**config.mk**
```make
export PLATFORM = sky130hd
export DESIGN_NAME = ifu_fetch_flat
export DESIGN_NICKNAME = d
export VERILOG_FILES = /design/src/rtl/ifu_pkg.sv /design/src/rtl/ifu_if.sv /design/src/rtl/ifu_watchdog.sv /design/src/rtl/ifu_fetch.sv /design/src/flat_wrapper.sv
export SDC_FILE = /design/constraint.sdc
export NUM_CORES = 1
export LEC_CHECK = 0
export CORE_ASPECT_RATIO = 0.75
export CORE_UTILIZATION = 45
export DETAILED_ROUTE_END_ITERATION = 8
export HOLD_SLACK_MARGIN = 0.06
export PLACE_DENSITY = 0.91
export SYNTH_ARGS = -nofsm -noshare
export SYNTH_HDL_FRONTEND = slang
export SYNTH_SLANG_ARGS = --single-unit
```
**constraint.sdc**
```tcl
create_clock -name clk -period 2.9 [get_ports clk]
set_input_delay 0.58 -clock clk [delete_from_list [all_inputs] [get_ports clk]]
set_output_delay 0.58 -clock clk [all_outputs]
set_load 0.005 [all_outputs]
```
**src/rtl/ifu_pkg.sv**
```systemverilog
// ============================================================================
// Module : ifu_pkg
// Brief  : Shared types and constants for the RV32 instruction fetch unit.
// Rev    : 1.0 - initial release
// ============================================================================
`default_nettype none

package ifu_pkg;

   localparam int unsigned XLEN             = 32;
   localparam logic [31:0] DEFAULT_RESET_PC = 32'h8000_0000;

   typedef enum logic [1:0] {
      ST_REQ  = 2'd0,
      ST_WAIT = 2'd1,
      ST_HOLD = 2'd2,
      ST_HALT = 2'd3
   } state_t;

   typedef enum logic [1:0] {
      CAUSE_NONE     = 2'd0,
      CAUSE_BUS_ERR  = 2'd1,
      CAUSE_MISALIGN = 2'd2,
      CAUSE_TIMEOUT  = 2'd3
   } fault_cause_t;

endpackage

`default_nettype wire

```
**src/rtl/ifu_if.sv**
```systemverilog
// ============================================================================
// Module : ifu_if
// Brief  : Instruction-memory request/response bus (master = fetch unit).
// Rev    : 1.0 - initial release
// ============================================================================
`default_nettype none

interface ifu_if;
   import ifu_pkg::*;

   logic            imem_req_valid;
   logic            imem_req_ready;
   logic [XLEN-1:0] imem_req_addr;
   logic            imem_rsp_valid;
   logic [XLEN-1:0] imem_rsp_data;
   logic            imem_rsp_err;

   modport master (
      output imem_req_valid, imem_req_addr,
      input  imem_req_ready, imem_rsp_valid, imem_rsp_data, imem_rsp_err
   );

   modport slave (
      input  imem_req_valid, imem_req_addr,
      output imem_req_ready, imem_rsp_valid, imem_rsp_data, imem_rsp_err
   );
endinterface

`default_nettype wire

```
**src/rtl/ifu_watchdog.sv**
```systemverilog
// ============================================================================
// Module : ifu_watchdog
// Brief  : WAIT-cycle counter with terminal-count flag (used with IFU_TIMEOUT_EN).
// Rev    : 1.0 - initial release
// ============================================================================
`default_nettype none

module ifu_watchdog #(
   parameter int unsigned TIMEOUT_CYC = 1024
) (
   input  wire clk,
   input  wire rstn,
   input  wire clear,
   input  wire active,
   output logic expired
);
   localparam int unsigned     CNT_W = (TIMEOUT_CYC > 1) ? $clog2(TIMEOUT_CYC) : 1;
   localparam logic [CNT_W-1:0] LAST = CNT_W'(TIMEOUT_CYC - 1);

   logic [CNT_W-1:0] cnt;

   // cnt holds the index of the current WAIT cycle; it saturates at LAST
   always_ff @(posedge clk) begin
      if (!rstn || clear) begin
         cnt <= '0;
      end else if (active && cnt != LAST) begin
         cnt <= cnt + 1'b1;
      end
   end

   assign expired = active && (cnt == LAST);
endmodule

`default_nettype wire

```
**src/rtl/ifu_fetch.sv**
```systemverilog
// ============================================================================
// Module : ifu_fetch
// Brief  : RV32 fetch unit: PC, REQ/WAIT/HOLD/HALT FSM, retire counter.
//          Optional WAIT timeout enabled by macro IFU_TIMEOUT_EN.
// Rev    : 1.0 - initial release
// ============================================================================
`default_nettype none

module ifu_fetch
   import ifu_pkg::*;
#(
   parameter logic [31:0] RESET_PC    = DEFAULT_RESET_PC,
   parameter int unsigned TIMEOUT_CYC = 1024
) (
   input  wire             clk,
   input  wire             rstn,
   ifu_if.master           imem,
   output logic            inst_valid,
   input  wire             inst_ready,
   output logic [XLEN-1:0] pc_out,
   output logic [XLEN-1:0] mem_inst_out,
   input  wire             redirect_valid,
   input  wire [XLEN-1:0]  redirect_pc,
   input  wire             halt,
   output logic            fetch_fault,
   output logic [1:0]      fault_cause,
   output logic [63:0]     inst_count
);
   state_t          state, state_next;
   logic [XLEN-1:0] pc, pc_next;
   logic [XLEN-1:0] inst, inst_next;
   logic            fault, fault_next;
   fault_cause_t    cause, cause_next;
   logic [63:0]     count, count_next;
   logic            timeout;

`ifdef IFU_TIMEOUT_EN
   ifu_watchdog #(.TIMEOUT_CYC(TIMEOUT_CYC)) u_watchdog (
      .clk     (clk),
      .rstn    (rstn),
      .clear   (state == ST_REQ && imem.imem_req_ready),
      .active  (state == ST_WAIT),
      .expired (timeout)
   );
`else
   logic unused_timeout_cfg;
   assign unused_timeout_cfg = ^TIMEOUT_CYC;
   assign timeout = 1'b0;
`endif

   always_ff @(posedge clk) begin
      if (!rstn) begin
         state <= ST_REQ;
         pc    <= RESET_PC;
         inst  <= '0;
         fault <= 1'b0;
         cause <= CAUSE_NONE;
         count <= '0;
      end else begin
         state <= state_next;
         pc    <= pc_next;
         inst  <= inst_next;
         fault <= fault_next;
         cause <= cause_next;
         count <= count_next;
      end
   end

   always_comb begin
      state_next = state;
      pc_next    = pc;
      inst_next  = inst;
      fault_next = fault;
      cause_next = cause;
      count_next = count;
      unique case (state)
         ST_REQ: begin
            if (imem.imem_req_ready) state_next = ST_WAIT;
         end
         ST_WAIT: begin
            // a response in the terminal-count cycle takes precedence over the timeout
            if (imem.imem_rsp_valid) begin
               if (imem.imem_rsp_err) begin
                  fault_next = 1'b1;
                  cause_next = CAUSE_BUS_ERR;
                  state_next = ST_HALT;
               end else begin
                  inst_next  = imem.imem_rsp_data;
                  state_next = ST_HOLD;
               end
            end else if (timeout) begin
               fault_next = 1'b1;
               cause_next = CAUSE_TIMEOUT;
               state_next = ST_HALT;
            end
         end
         ST_HOLD: begin
            if (inst_ready) begin
               count_next = count + 64'd1;
               if (halt) begin
                  state_next = ST_HALT;
               end else if (redirect_valid && redirect_pc[1:0] != 2'b00) begin
                  fault_next = 1'b1;
                  cause_next = CAUSE_MISALIGN;
                  state_next = ST_HALT;
               end else begin
                  pc_next    = redirect_valid ? redirect_pc : pc + 32'd4;
                  state_next = ST_REQ;
               end
            end
         end
         ST_HALT: begin
         end
      endcase
   end

   assign imem.imem_req_valid = (state == ST_REQ);
   assign imem.imem_req_addr  = pc;
   assign inst_valid          = (state == ST_HOLD);
   assign pc_out              = pc;
   assign mem_inst_out        = inst;
   assign fetch_fault         = fault;
   assign fault_cause         = cause;
   assign inst_count          = count;
endmodule

`default_nettype wire

```
**src/flat_wrapper.sv**
```systemverilog
// flat-port wrapper written by rule: the top's interface ports become plain ports
module ifu_fetch_flat import ifu_pkg::*;
#(
   parameter logic [31:0] RESET_PC    = DEFAULT_RESET_PC,
   parameter int unsigned TIMEOUT_CYC = 1024
)
  (clk, rstn, inst_valid, inst_ready, pc_out, mem_inst_out, redirect_valid, redirect_pc, halt, fetch_fault, fault_cause, inst_count, imem_imem_req_valid, imem_imem_req_addr, imem_imem_req_ready, imem_imem_rsp_valid, imem_imem_rsp_data, imem_imem_rsp_err);
  ifu_if imem_i ();
  input  wire clk;
  input  wire rstn;
  output logic inst_valid;
  input  wire inst_ready;
  output logic [XLEN-1:0] pc_out;
  output logic [XLEN-1:0] mem_inst_out;
  input  wire redirect_valid;
  input  wire [XLEN-1:0] redirect_pc;
  input  wire halt;
  output logic fetch_fault;
  output logic [1:0] fault_cause;
  output logic [63:0] inst_count;
  output wire logic [$bits(imem_i.imem_req_valid)-1:0] imem_imem_req_valid;
  output wire logic [$bits(imem_i.imem_req_addr)-1:0] imem_imem_req_addr;
  input wire logic [$bits(imem_i.imem_req_ready)-1:0] imem_imem_req_ready;
  input wire logic [$bits(imem_i.imem_rsp_valid)-1:0] imem_imem_rsp_valid;
  input wire logic [$bits(imem_i.imem_rsp_data)-1:0] imem_imem_rsp_data;
  input wire logic [$bits(imem_i.imem_rsp_err)-1:0] imem_imem_rsp_err;
  assign imem_imem_req_valid = imem_i.imem_req_valid;
  assign imem_imem_req_addr = imem_i.imem_req_addr;
  assign imem_i.imem_req_ready = imem_imem_req_ready;
  assign imem_i.imem_rsp_valid = imem_imem_rsp_valid;
  assign imem_i.imem_rsp_data = imem_imem_rsp_data;
  assign imem_i.imem_rsp_err = imem_imem_rsp_err;
  ifu_fetch #(.RESET_PC(RESET_PC), .TIMEOUT_CYC(TIMEOUT_CYC)) u_core (.clk(clk), .rstn(rstn), .imem(imem_i), .inst_valid(inst_valid), .inst_ready(inst_ready), .pc_out(pc_out), .mem_inst_out(mem_inst_out), .redirect_valid(redirect_valid), .redirect_pc(redirect_pc), .halt(halt), .fetch_fault(fetch_fault), .fault_cause(fault_cause), .inst_count(inst_count));
endmodule
```
**Run 1: congestion heat map**

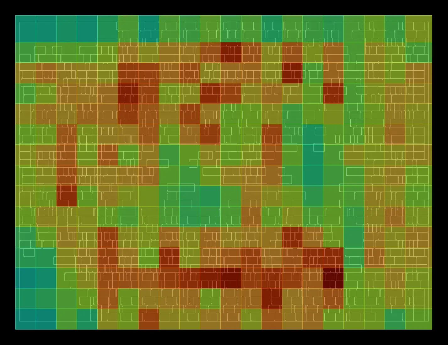
GR peak layer: met2
Global Route Usage Sum: 26.0%
met1 global-route usage: 33.7%
grt met2 use: 41.8%

**Run 1: gate-type map**

Scale bar: 50 um.
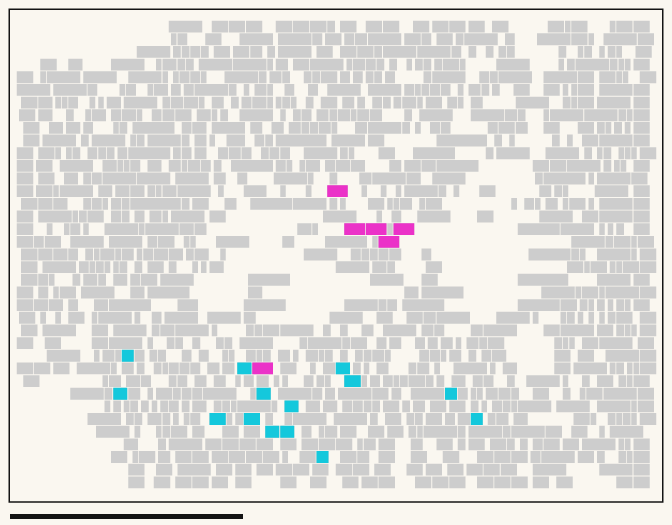
legend:
  cyan:
    family: AND-OR and OR-AND gates
    cells: 14
  magenta:
    family: adder and majority cells
    cells: 6
    where: middle
Comb/total area: 35.1%
Final Non-Filler Cells: 1213
Top cell excl fill/tap: clkdlybuf4s50_1

==> job_summary.md, run 1 <==
### Metrics collected by this job

| Metric | Value |
|---|---|
| Most frequent cells in the layout | `clkdlybuf4s50_1, dfxtp_1, nand2_1` |
| Asr flop ratio synth | `0%` |
| CTS sink cnt | `133` |
| Total congestion overflow | `0` |
| R2r worst-path depth | `6` |
| Initial drt markers | `440` |
| Latency at later pin | `0.40 ns` |
| Top cells by area | `dfxtp_1, nand2_1, a21oi_1, nor2_1, buf_4` |
| Yosys stat chip area | `6440 sq um` |
| Worst setup EP type | `register` |
| Largest register FFs | `64` |
| Slowest cell on crit path | `or4_1` |
| Synth area leader | `dfxtp_1` |
| Clock net power | `2.27 mW` |
| Reg-to-Reg Start | `u_core.inst_count[5]` |
| Met3 wire len | `1860 um` |
| Drt drc | `0` |
| Synthesis Warnings | `0` |
| Longest Clk Path Bufs | `2` |
| Crit path capture | `u_core.inst_count[37]` |
| Ao+oa area frac | `16.4%` |
| Floorplan Nets | `891` |
| Routed length per placed instance | `16.1 um` |
| Crit Path Max Fanout | `17` |
| DR top layer | `met4` |
| Dpl ws | `0.0827 ns` |
| Crit-path max cell delay | `0.62 ns` |
| Clk_skew | `0.0106 ns` |
| Chip area | `14800 sq um` |
| Worst hold stages | `2` |
| Post-synth top cells | `dfxtp_1, nand2_1, a21oi_1, nor2_1, nand3_1` |
| Leakage power total | `3.19 nW` |
| Drt total wl | `19600 um` |
| Cell count after placement | `1181` |
| Worst vdd ir | `380 uV` |
| Number of cells on the critical path | `6` |
| Hold path startpoint | `u_core.fetch_fault` |
| Number of distinct library cells after synthesis | `54` |
| Num CTS Buffers | `17` |
| Most frequent cell after synthesis | `dfxtp_1` |
| Flop2flop setup slack | `0.28 ns` |
| Pint | `3.58 mW` |
| Die W | `140 um` |
| Min Clock Period, post-route | `2.62 ns` |
| Largest logic family | `simple AND/OR/NAND/NOR gates` |
| DIE HEIGHT | `106 um` |
| Finish-stage setup viols | `0` |
| CP Launch Type | `register` |
| Routed wl met2 | `8950 um` |
| Arr. time, crit path | `2.95 ns` |
| FF+latch count | `133` |
| Vias in the first global route | `6280` |
| WP buf/inv | `1` |
| Inverters | `15` |
| Share of layout cells above drive strength 1 | `6.26%` |
| Final worst setup slack | `0.280 ns` |
| Worst path most repeated cell | `or4_1` |
| Clk cell area share | `6.60%` |
| Area grow syn2layout | `47.3%` |
| Multi-input gates | `593` |
| Met3 global-route usage | `7.50%` |
| Well Taps | `175` |
| Routed Antenna Nets | `0` |
| Clock-pin transition on the worst setup and hold timing paths | `0.06 ns` |
| Post-Synth Simple-Gate Area | `28.6%` |
| Top area contributor share | `41.4%` |
| Register share after synthesis | `41.4%` |
| Total design power | `4.60 mW` |
| Post-Route Setup TNS | `0 ns` |
| Worst slew pin tran | `0.695 ns` |
| Pin count of the biggest net entering global routing | `55` |
| Yosys cell count | `813` |
| Worst R2R End | `u_core.inst_count[37]` |
| Clk pwr share | `49.3%` |
| WL met1 | `8450 um` |
| Drt pass-1 iters | `5` |
| Commonest flop | `dfxtp_1` |
| MaxCap Viol Count | `0` |
| CTS Hold Bufs | `0` |
| Largest area class, layout | `logic gates` |
| Bufs w/o clock | `265` |
| Htree depth | `4` |
| # fillers | `1130` |
| Post-DP HPWL | `14300 um` |
| Status | `finished clean` |
| Max-slew headroom | `53.2%` |
| FA/HA/MAJ Cells, Area Fraction | `1.17%` |
| Sw frac | `22.3%` |
| RSZ-0062 raised after global routing | `no` |
| FP Util | `46.5%` |
| I/O Buffers | `236` |
| Vias | `6911` |
| XORs/XNORs by Area | `4.90%` |
| First-pass GRT wire length | `31300 um` |
| CTS tree | `done` |
| Clock buffer count | `21` |
| Final Max Tran Viols | `0` |
| Placed Instance Area | `8850 sq um` |
| Initial antenna violation count | `0` |
| Post-Syn Instances | `813` |
| Cell area after synthesis | `6440 sq um` |
| # IOs | `237` |
| Power Density | `485 nW/um^2` |
| Mux cell area share after synthesis | `0.467%` |
| Routed vias/inst | `5.70` |
| Hold endpoint | `u_core.fetch_fault` |
| Final GP Congestion | `0.899` |
| FMAX | `382 MHz` |
| Ant diodes | `0` |
| Root Driver | `clkbuf_16` |
| Gate power share | `9.5%` |
| Worst path cell trace | `nand4_2 > or4_1 > buf_4 > or4_1 > or3_1 > a21oi_1` |
| Seq cells post-synth | `133` |
| Logic power comb | `0.436 mW` |
| MI comb area | `3320 sq um` |
| Top delay family on crit path | `simple AND/OR/NAND/NOR gates` |
| Worst Hold Class | `reg -> reg` |
| Post-CTS sizing | `0` |
| Post-CTS setup buffer count | `0` |
| Hold Vio Cnt, Final | `0` |
| Buffer share of cell area | `27.3%` |
| Final nets | `1103` |
| Worst Setup SP | `u_core.inst_count[5]` |
| Kind of critical path | `reg -> reg` |
| Pwr top | `clock` |
**Run 1: placement by cell class**

Scale bar: 50 um.
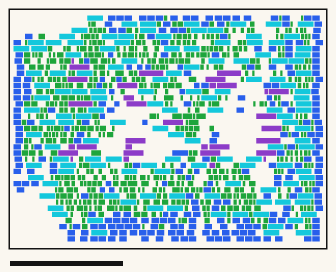
legend:
  green:
    class: all other logic
    cells: 608
    share_of_their_area: 37%
  purple:
    class: clock drivers and dummy loads
    cells: 32
    share_of_their_area: 6.8%
  cyan:
    class: flip-flops
    cells: 133
    share_of_their_area: 29%
  blue:
    class: other buffers and delay cells
    cells: 265
    share_of_their_area: 28%
Seq area share: 28.1%
final design utilization: 68.5%
cell area after layout: 9480 sq um
Core Area: 13800 sq um
num rows: 37

**Run 1: register map, names as in the netlist**

Scale bar: 50 um. Other sequential cells in the stronger grey, the rest of the logic in the fainter grey.
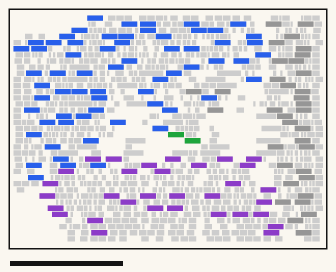
legend:
  green:
    netlist_name: `u_core.state`
    sequential_cells: 2
  purple:
    netlist_name: `u_core.imem.imem_req_addr`
    sequential_cells: 32
  blue:
    netlist_name: `u_core.inst_count`
    sequential_cells: 64
Register Area: 2660 sq um
seq pwr: 1.90 mW

==> run 1 -> run 2 <==
--- a/config.mk
+++ b/config.mk
@@ -6,10 +6,10 @@
 export NUM_CORES = 1
 export LEC_CHECK = 0
 export CORE_ASPECT_RATIO = 0.75
-export CORE_UTILIZATION = 45
+export CORE_UTILIZATION = 48
 export DETAILED_ROUTE_END_ITERATION = 8
 export HOLD_SLACK_MARGIN = 0.06
-export PLACE_DENSITY = 0.91
+export PLACE_DENSITY = 0.95
 export SYNTH_ARGS = -nofsm -noshare
 export SYNTH_HDL_FRONTEND = slang
 export SYNTH_SLANG_ARGS = --single-unit
==> constraint.sdc (replaced) <==
create_clock -name clk -period 3.4 [get_ports clk]
set_input_delay 0.68 -clock clk [delete_from_list [all_inputs] [get_ports clk]]
set_output_delay 0.68 -clock clk [all_outputs]
set_load 0.005 [all_outputs]
**Run 2: congestion heat map**

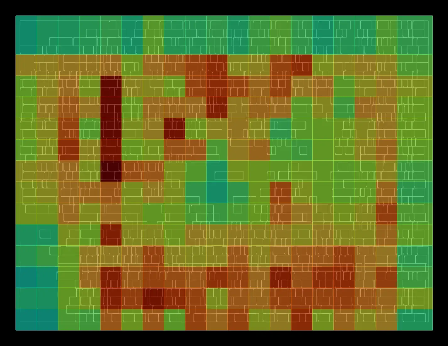
met1 global-route usage: 34.5%
Global Route Usage Sum: 27.6%
routed length per placed instance: 16.7 um

**Run 2: sizing map**

Scale bar: 50 um.
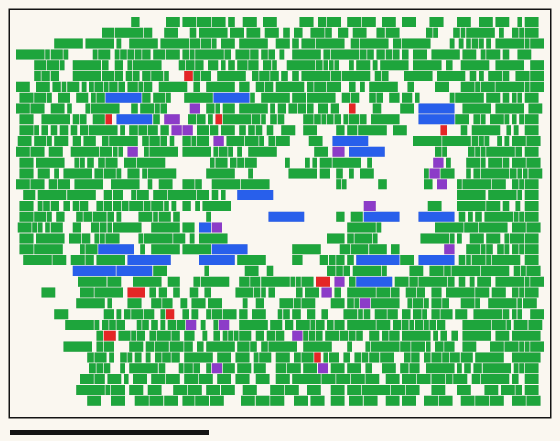
legend:
  green:
    size: drive 1 or less
    cells: 970
    share: 95%
  purple:
    size: drive 3 to 4
    cells: 21
    share: 2.1%
  red:
    size: drive 2
    cells: 10
    share: 0.98%
  blue:
    size: drive 6 and up
    cells: 21
    share: 2.1%
area grow syn2layout: 44.8%
cell area after layout: 9320 sq um
final worst setup slack: 0.439 ns
bufs w/o clock: 251

==> run 2 against run 1 <==
Against the previous run: register-to-register slack improved by 0.16 ns; sequential power decreased by 15%; global-route usage increased by 1.5 points.
==> job_summary.md, run 2 <==
### Metrics collected by this job

| Metric | Value |
|---|---|
| Commonest flop | `dfxtp_1` |
| Largest register FFs | `64 (unchanged)` |
| Routed vias/inst | `5.72 (+0.34%)` |
| Floorplan Nets | `891 (unchanged)` |
| Top area contributor share | `41.4% (unchanged)` |
| Routed Antenna Nets | `0 (unchanged)` |
| Crit path capture | `u_core.inst_count[55]` |
| Gate power share | `9.8% (+0.3 points)` |
| Num rows | `36 (-2.7%)` |
| Reg-to-Reg Start | `u_core.inst_count[5]` |
| Htree depth | `4 (unchanged)` |
| Initial antenna violation count | `0 (unchanged)` |
| Post-DP HPWL | `14300 um (+0.26%)` |
| Worst R2R End | `u_core.inst_count[55]` |
| Ao+oa area frac | `16.4% (unchanged)` |
| Final GP Congestion | `0.906 (+0.80%)` |
| Comb/total area | `35.7% (+0.62 points)` |
| Worst Setup SP | `u_core.inst_count[5]` |
| Register share after synthesis | `41.4% (unchanged)` |
| CTS Hold Bufs | `0 (unchanged)` |
| FF+latch count | `133 (unchanged)` |
| Worst hold stages | `2 (unchanged)` |
| Well Taps | `171 (-2.3%)` |
| XORs/XNORs by Area | `4.90% (unchanged)` |
| Number of cells on the critical path | `5 (-1)` |
| Hold endpoint | `u_core.fetch_fault` |
| Clk_skew | `0.0111 ns (+0.000522 ns)` |
| Max-slew headroom | `27.7% (-26 points)` |
| Most frequent cells in the layout | `clkdlybuf4s50_1, dfxtp_1, nand2_1` |
| Yosys stat chip area | `6440 sq um (unchanged)` |
| Latency at later pin | `0.41 ns (about the same)` |
| Drt drc | `0 (unchanged)` |
| Chip area | `13900 sq um (-6.1%)` |
| Clk cell area share | `6.27% (-0.33 points)` |
| # IOs | `237 (unchanged)` |
| Largest logic family | `simple AND/OR/NAND/NOR gates` |
| Logic power comb | `0.373 mW (-14%)` |
| Post-Route Setup TNS | `0 ns (unchanged)` |
| Seq cells post-synth | `133 (unchanged)` |
| Top cells by area | `dfxtp_1, nand2_1, a21oi_1, nor2_1, buf_4` |
| Number of distinct library cells after synthesis | `54 (unchanged)` |
| Worst Hold Class | `reg -> reg` |
| WP buf/inv | `0 (-1)` |
| Power Density | `410 nW/um^2 (-15%)` |
| Total design power | `3.82 mW (-17%)` |
| Worst vdd ir | `400 uV (+5.1%)` |
| Kind of critical path | `reg -> reg` |
| Post-synth top cells | `dfxtp_1, nand2_1, a21oi_1, nor2_1, nand3_1` |
| CP Launch Type | `register` |
| Post-CTS sizing | `0 (unchanged)` |
| Slowest cell on crit path | `nor4_1` |
| Synth area leader | `dfxtp_1` |
| Worst slew pin tran | `1.07 ns (+0.379 ns)` |
| Hold path startpoint | `u_core.fetch_fault` |
| Grt met2 use | `45.6% (+3.8 points)` |
| WL met1 | `8590 um (+1.6%)` |
| Multi-input gates | `593 (unchanged)` |
| Crit-path max cell delay | `0.72 ns (+0.10 ns)` |
| Ant diodes | `0 (unchanged)` |
| CTS tree | `done` |
| Yosys cell count | `813 (unchanged)` |
| Worst path cell trace | `nand4_2 > nor4_1 > nand4_1 > or4_1 > a21oi_1` |
| Cell area after synthesis | `6440 sq um (unchanged)` |
| Pin count of the biggest net entering global routing | `72 (+31%)` |
| Initial drt markers | `537 (+22%)` |
| Share of layout cells above drive strength 1 | `5.09% (-1.2 points)` |
| Synthesis Warnings | `0 (unchanged)` |
| Final Max Tran Viols | `0 (unchanged)` |
| Final nets | `1089 (-1.3%)` |
| Clock net power | `1.83 mW (-19%)` |
| Leakage power total | `3.10 nW (-2.8%)` |
| Clock-pin transition on the worst setup and hold timing paths | `0.06 ns (about the same)` |
| Post-CTS setup buffer count | `0 (unchanged)` |
| Largest area class, layout | `logic gates` |
| Register Area | `2660 sq um (unchanged)` |
| Drt pass-1 iters | `5 (unchanged)` |
| Seq pwr | `1.62 mW (-15%)` |
| Inverters | `15 (unchanged)` |
| Top delay family on crit path | `simple AND/OR/NAND/NOR gates` |
| CTS sink cnt | `133 (unchanged)` |
| Crit Path Max Fanout | `14 (-3)` |
| Met3 global-route usage | `8.23% (+0.74 points)` |
| Post-Synth Simple-Gate Area | `28.6% (unchanged)` |
| Num CTS Buffers | `17 (unchanged)` |
| Cell count after placement | `1163 (-1.5%)` |
| MI comb area | `3320 sq um (unchanged)` |
| Buffer share of cell area | `26.6% (-0.78 points)` |
| Longest Clk Path Bufs | `2 (unchanged)` |
| RSZ-0062 raised after global routing | `no` |
| # fillers | `1020 (-9.7%)` |
| Drt total wl | `20000 um (+2.1%)` |
| Clock buffer count | `17 (-19%)` |
| Top cell excl fill/tap | `clkdlybuf4s50_1` |
| DR top layer | `met4` |
| Met3 wire len | `1750 um (-6.0%)` |
| Status | `finished clean` |
| Total congestion overflow | `0 (unchanged)` |
| Flop2flop setup slack | `0.44 ns (+0.16 ns)` |
| Final Non-Filler Cells | `1193 (-1.6%)` |
| R2r worst-path depth | `5 (-1)` |
| Die W | `136 um (-3.1%)` |
| Min Clock Period, post-route | `2.96 ns (+0.341 ns)` |
| Vias | `6820 (-1.3%)` |
| I/O Buffers | `236 (unchanged)` |
| Final design utilization | `71.6% (+3.1 points)` |
| Seq area share | `28.6% (+0.49 points)` |
| FA/HA/MAJ Cells, Area Fraction | `1.17% (unchanged)` |
| Mux cell area share after synthesis | `0.467% (unchanged)` |
| Clk pwr share | `47.9% (-1.4 points)` |
Power and IR drop assume default switching activity.
